==> src/rtl/msg_packet_decoder_if.sv <==
// rtl/msg_packet_decoder_if.sv - message-stream in / decoded-payload out bundle for msg_packet_decoder
//
// Purpose: groups the message input and decoded payload output signals of
// msg_packet_decoder so that the producer and the decoder share one handle.
//
// Signals:
//   in_msg         message word (bit MSG_WIDTH-1 = header flag)
//   in_msg_nd      in_msg valid this cycle (no backpressure)
//   out_data       payload bits of the current payload word
//   out_nd         out_data valid, one pulse per payload word
//   out_first      first payload word of a packet
//   out_last       final payload word of a packet
//   out_len        length of the packet being decoded
//   out_pkt_count  packets completed without error (wraps)
//   error          sticky protocol-error flag
//
// Modports:
//   master  message producer / result consumer (drives in_msg*)
//   slave   decoder (drives out_*, error)

interface msg_packet_decoder_if #(
    parameter int MSG_WIDTH = 32,
    parameter int LEN_WIDTH = 8
);
    logic [MSG_WIDTH-1:0] in_msg;
    logic                 in_msg_nd;
    logic [MSG_WIDTH-2:0] out_data;
    logic                 out_nd;
    logic                 out_first;
    logic                 out_last;
    logic [LEN_WIDTH-1:0] out_len;
    logic [15:0]          out_pkt_count;
    logic                 error;

    modport master (
        output in_msg,
        output in_msg_nd,
        input  out_data,
        input  out_nd,
        input  out_first,
        input  out_last,
        input  out_len,
        input  out_pkt_count,
        input  error
    );

    modport slave (
        input  in_msg,
        input  in_msg_nd,
        output out_data,
        output out_nd,
        output out_first,
        output out_last,
        output out_len,
        output out_pkt_count,
        output error
    );
endinterface

==> src/rtl/msg_packet_decoder.sv <==
// rtl/msg_packet_decoder.sv - header/payload message-stream packet decoder
//
// Purpose: splits a message stream into packets. A word with the top bit set
// is a header carrying the packet length in its low LEN_WIDTH bits; a word
// with the top bit clear is a payload word. Payload words of a packet are
// re-emitted one cycle later with first/last markers; protocol violations
// raise a sticky error flag without disturbing later decoding.
//
// Ports:
//   clk    sole clock, rising edge
//   rst_n  asynchronous active-low reset
//   bus    msg_packet_decoder_if.slave (in_msg/in_msg_nd in, out_* / error out)
//
// Parameters:
//   MSG_WIDTH  message word width
//   LEN_WIDTH  header length field width, must be <= MSG_WIDTH-1
//              (must match the parameters of the connected interface)

module msg_packet_decoder #(
    parameter int MSG_WIDTH = 32,
    parameter int LEN_WIDTH = 8
) (
    input  logic                  clk,
    input  logic                  rst_n,
    msg_packet_decoder_if.slave   bus
);

    localparam logic [0:0] ST_IDLE    = 1'b0;
    localparam logic [0:0] ST_PAYLOAD = 1'b1;

    logic [0:0]           r_state;
    logic [LEN_WIDTH-1:0] r_remain;
    logic                 r_first_pending;
    logic [MSG_WIDTH-2:0] r_out_data;
    logic                 r_out_nd;
    logic                 r_out_first;
    logic                 r_out_last;
    logic [LEN_WIDTH-1:0] r_out_len;
    logic [15:0]          r_pkt_count;
    logic                 r_error;

    logic                 w_is_header;
    logic                 w_hdr_valid;
    logic                 w_pay_valid;
    logic [LEN_WIDTH-1:0] w_hdr_len;
    logic                 w_hdr_zero;
    logic                 w_in_payload;
    logic                 w_last_word;
    logic                 w_pkt_done;

    assign w_is_header  = bus.in_msg[MSG_WIDTH-1];
    assign w_hdr_valid  = bus.in_msg_nd &  w_is_header;
    assign w_pay_valid  = bus.in_msg_nd & ~w_is_header;
    assign w_hdr_len    = bus.in_msg[LEN_WIDTH-1:0];
    assign w_hdr_zero   = (w_hdr_len == '0);
    assign w_in_payload = (r_state == ST_PAYLOAD);
    assign w_last_word  = (r_remain == LEN_WIDTH'(1));

    // A packet completes either as an empty header or on its final payload
    // word; the two cannot coincide because a word is one or the other.
    assign w_pkt_done = (w_hdr_valid & w_hdr_zero)
                      | (w_pay_valid & w_in_payload & w_last_word);

    always_ff @(posedge clk or negedge rst_n) begin
        if (!rst_n) begin
            r_state         <= ST_IDLE;
            r_remain        <= '0;
            r_first_pending <= 1'b0;
            r_out_data      <= '0;
            r_out_nd        <= 1'b0;
            r_out_first     <= 1'b0;
            r_out_last      <= 1'b0;
            r_out_len       <= '0;
            r_pkt_count     <= '0;
            r_error         <= 1'b0;
        end else begin
            // Output strobes are single-cycle; out_data holds otherwise.
            r_out_nd    <= 1'b0;
            r_out_first <= 1'b0;
            r_out_last  <= 1'b0;

            if (w_pkt_done) begin
                r_pkt_count <= r_pkt_count + 16'd1;
            end

            if (w_hdr_valid) begin
                // A header while payload is still owed truncates that packet;
                // the new header is nevertheless taken in this same cycle.
                if (w_in_payload) begin
                    r_error <= 1'b1;
                end
                r_out_len       <= w_hdr_len;
                r_remain        <= w_hdr_len;
                r_first_pending <= ~w_hdr_zero;
                r_state         <= w_hdr_zero ? ST_IDLE : ST_PAYLOAD;
            end else if (w_pay_valid) begin
                if (!w_in_payload) begin
                    // Stray payload with no open packet is dropped.
                    r_error <= 1'b1;
                end else begin
                    r_out_data      <= bus.in_msg[MSG_WIDTH-2:0];
                    r_out_nd        <= 1'b1;
                    r_out_first     <= r_first_pending;
                    r_out_last      <= w_last_word;
                    r_first_pending <= 1'b0;
                    r_remain        <= r_remain - LEN_WIDTH'(1);
                    if (w_last_word) begin
                        r_state <= ST_IDLE;
                    end
                end
            end
        end
    end

    assign bus.out_data      = r_out_data;
    assign bus.out_nd        = r_out_nd;
    assign bus.out_first     = r_out_first;
    assign bus.out_last      = r_out_last;
    assign bus.out_len       = r_out_len;
    assign bus.out_pkt_count = r_pkt_count;
    assign bus.error         = r_error;

endmodule

==> src/flat_wrapper.sv <==
// flat-port wrapper written by rule: the top's interface ports become plain ports
module msg_packet_decoder_flat 
#(
    parameter int MSG_WIDTH = 32,
    parameter int LEN_WIDTH = 8
)
  (clk, rst_n, bus_in_msg, bus_in_msg_nd, bus_out_data, bus_out_nd, bus_out_first, bus_out_last, bus_out_len, bus_out_pkt_count, bus_error);
  msg_packet_decoder_if #(.MSG_WIDTH(MSG_WIDTH), .LEN_WIDTH(LEN_WIDTH)) bus_i ();
  input  logic clk;
  input  logic rst_n;
  input wire logic [$bits(bus_i.in_msg)-1:0] bus_in_msg;
  input wire logic [$bits(bus_i.in_msg_nd)-1:0] bus_in_msg_nd;
  output wire logic [$bits(bus_i.out_data)-1:0] bus_out_data;
  output wire logic [$bits(bus_i.out_nd)-1:0] bus_out_nd;
  output wire logic [$bits(bus_i.out_first)-1:0] bus_out_first;
  output wire logic [$bits(bus_i.out_last)-1:0] bus_out_last;
  output wire logic [$bits(bus_i.out_len)-1:0] bus_out_len;
  output wire logic [$bits(bus_i.out_pkt_count)-1:0] bus_out_pkt_count;
  output wire logic [$bits(bus_i.error)-1:0] bus_error;
  assign bus_i.in_msg = bus_in_msg;
  assign bus_i.in_msg_nd = bus_in_msg_nd;
  assign bus_out_data = bus_i.out_data;
  assign bus_out_nd = bus_i.out_nd;
  assign bus_out_first = bus_i.out_first;
  assign bus_out_last = bus_i.out_last;
  assign bus_out_len = bus_i.out_len;
  assign bus_out_pkt_count = bus_i.out_pkt_count;
  assign bus_error = bus_i.error;
  msg_packet_decoder #(.MSG_WIDTH(MSG_WIDTH), .LEN_WIDTH(LEN_WIDTH)) u_core (.clk(clk), .rst_n(rst_n), .bus(bus_i));
endmodule
==> config.mk <==
export PLATFORM = sky130hd
export DESIGN_NAME = msg_packet_decoder_flat
export DESIGN_NICKNAME = d
export VERILOG_FILES = /design/src/rtl/msg_packet_decoder_if.sv /design/src/rtl/msg_packet_decoder.sv /design/src/flat_wrapper.sv
export SDC_FILE = /design/constraint.sdc
export NUM_CORES = 1
export LEC_CHECK = 0
export ABC_AREA = 1
export ABC_CLOCK_PERIOD_IN_PS = 3020
export CAP_MARGIN = 10
export CORE_MARGIN = 2
export CORE_UTILIZATION = 35
export CTS_CLUSTER_SIZE = 30
export DETAILED_ROUTE_END_ITERATION = 6
export PLACE_DENSITY = 0.59
export RECOVER_POWER = 25
export SKIP_LAST_GASP = 1
export SLEW_MARGIN = 25
export SYNTH_ARGS = -nofsm -noshare
export SYNTH_HDL_FRONTEND = slang
export SYNTH_SLANG_ARGS = --single-unit
==> constraint.sdc <==
create_clock -name clk -period 3.02 [get_ports clk]
set_input_delay 0.755 -clock clk [delete_from_list [all_inputs] [get_ports clk]]
set_output_delay 0.755 -clock clk [all_outputs]
set_load 0.02 [all_outputs]
ff_map.png
The bar under the picture is 20 um long.
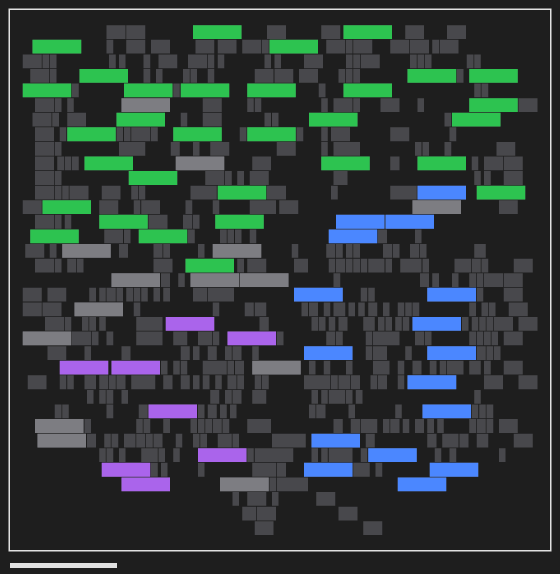
color	name in the netlist	sequential cells
blue	`u_core.bus.out_pkt_count`	16
purple	`u_core.r_remain`	8
green	`u_core.bus.out_data`	31
fraction of area in registers: 38.5%
P_seq: 1.16 mW

clock_wires.png
The bar under the picture is 20 um long.
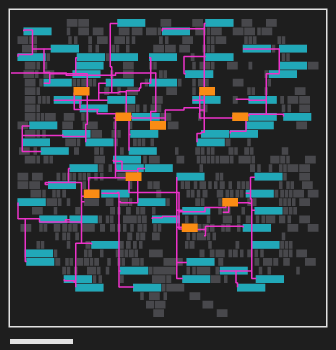
[magenta] clock wires | length: 915 um
[orange] clock-net drivers | count: 9
[cyan] flip-flops | count: 69
flops lie	widely spread

placed.png
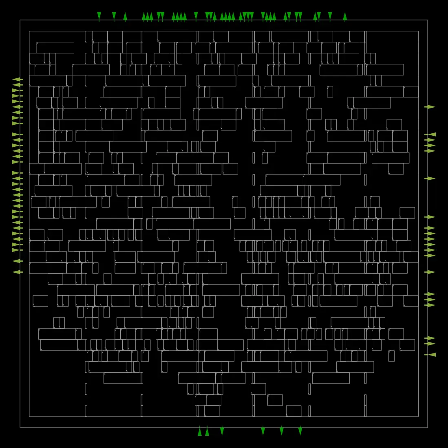
# rows: 35
fin cells: 628

sizing.png
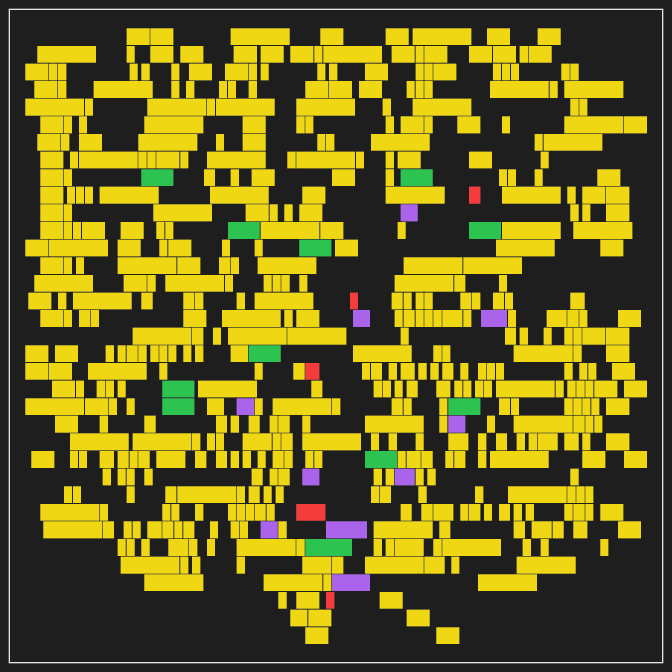
color	size	cells
red	x2	5
yellow	x1 and smaller	491
green	x6 and larger	11
purple	x3 and x4	10

==> notes.md <==
run results: failing checks=max-capacitance violations, max-slew violations, count leader, synth=nand2_1, dominant logic cell type in the layout=nand2_1, adder-cell share of the synthesized area=around 1.5%, Worst R2R Start=u_core.r_remain[1]$_DFFE_PN0P_, placer congestion estimate=0.843, crit path buf inv count=1, cycle use final=approximately 74%, die area=10100 um2, Max FO, Critical Path=7, Yosys Instances=about 420, Log Warnings=27, Clock Power Share=between 20% and 30%, Total Power=between 2 and 3 mW, # IOs=between 90 and 100, Worst Path Required=roughly 2.3 ns, endpoints failing setup=0, WP depth=1, unrepaired setup endpoints after global routing=no, floorplan core density=a little over a third, Post-Synth Simple-Gate Area=about a third, reg2reg setup slack=about 1.4 ns, worst rel slew slack=-5.31%, Top class by area=registers, final worst slack=0.800 ns, CTS buffer count=9, post-CTS sizing=0, status=finished, violations left, max cap viols=1, most numerous logic cells after layout=187 x nand2_1, 92 x clkdlybuf4s50_1, 69 x dfrtp_1, 35 x nor2_1, 31 x nand3_1, delay-heaviest family, CP=buffers and inverters, Hold Crit Class=flop to flop, Yosys chip area=approximately 3300 um2, final slew viol count=27, Synth top cells by count=187 x nand2_1, 69 x dfrtp_1, 35 x nor2_1, 31 x nand3_1, 29 x inv_1, Pint=between 1.5 and 2 mW, Leak Pwr=2.17 nW, EDFF count, synth=0, combinational gate area=1360 um2, final wirelength=8.15 mm, final hold violation count=0, hold slack=between 0.4 and 0.5 ns, H-Tree Depth=3, Comb pwr share=28.0%, iteration count of the initial detailed-routing pass=4, vias per cell=roughly 4.7, largest net degree at the start of global routing=approximately 44, Yosys cell types=26, fin util=approximately half, CP Launch Type=flop
Power figures rest on the tool's default switching activity, not on a simulated workload.
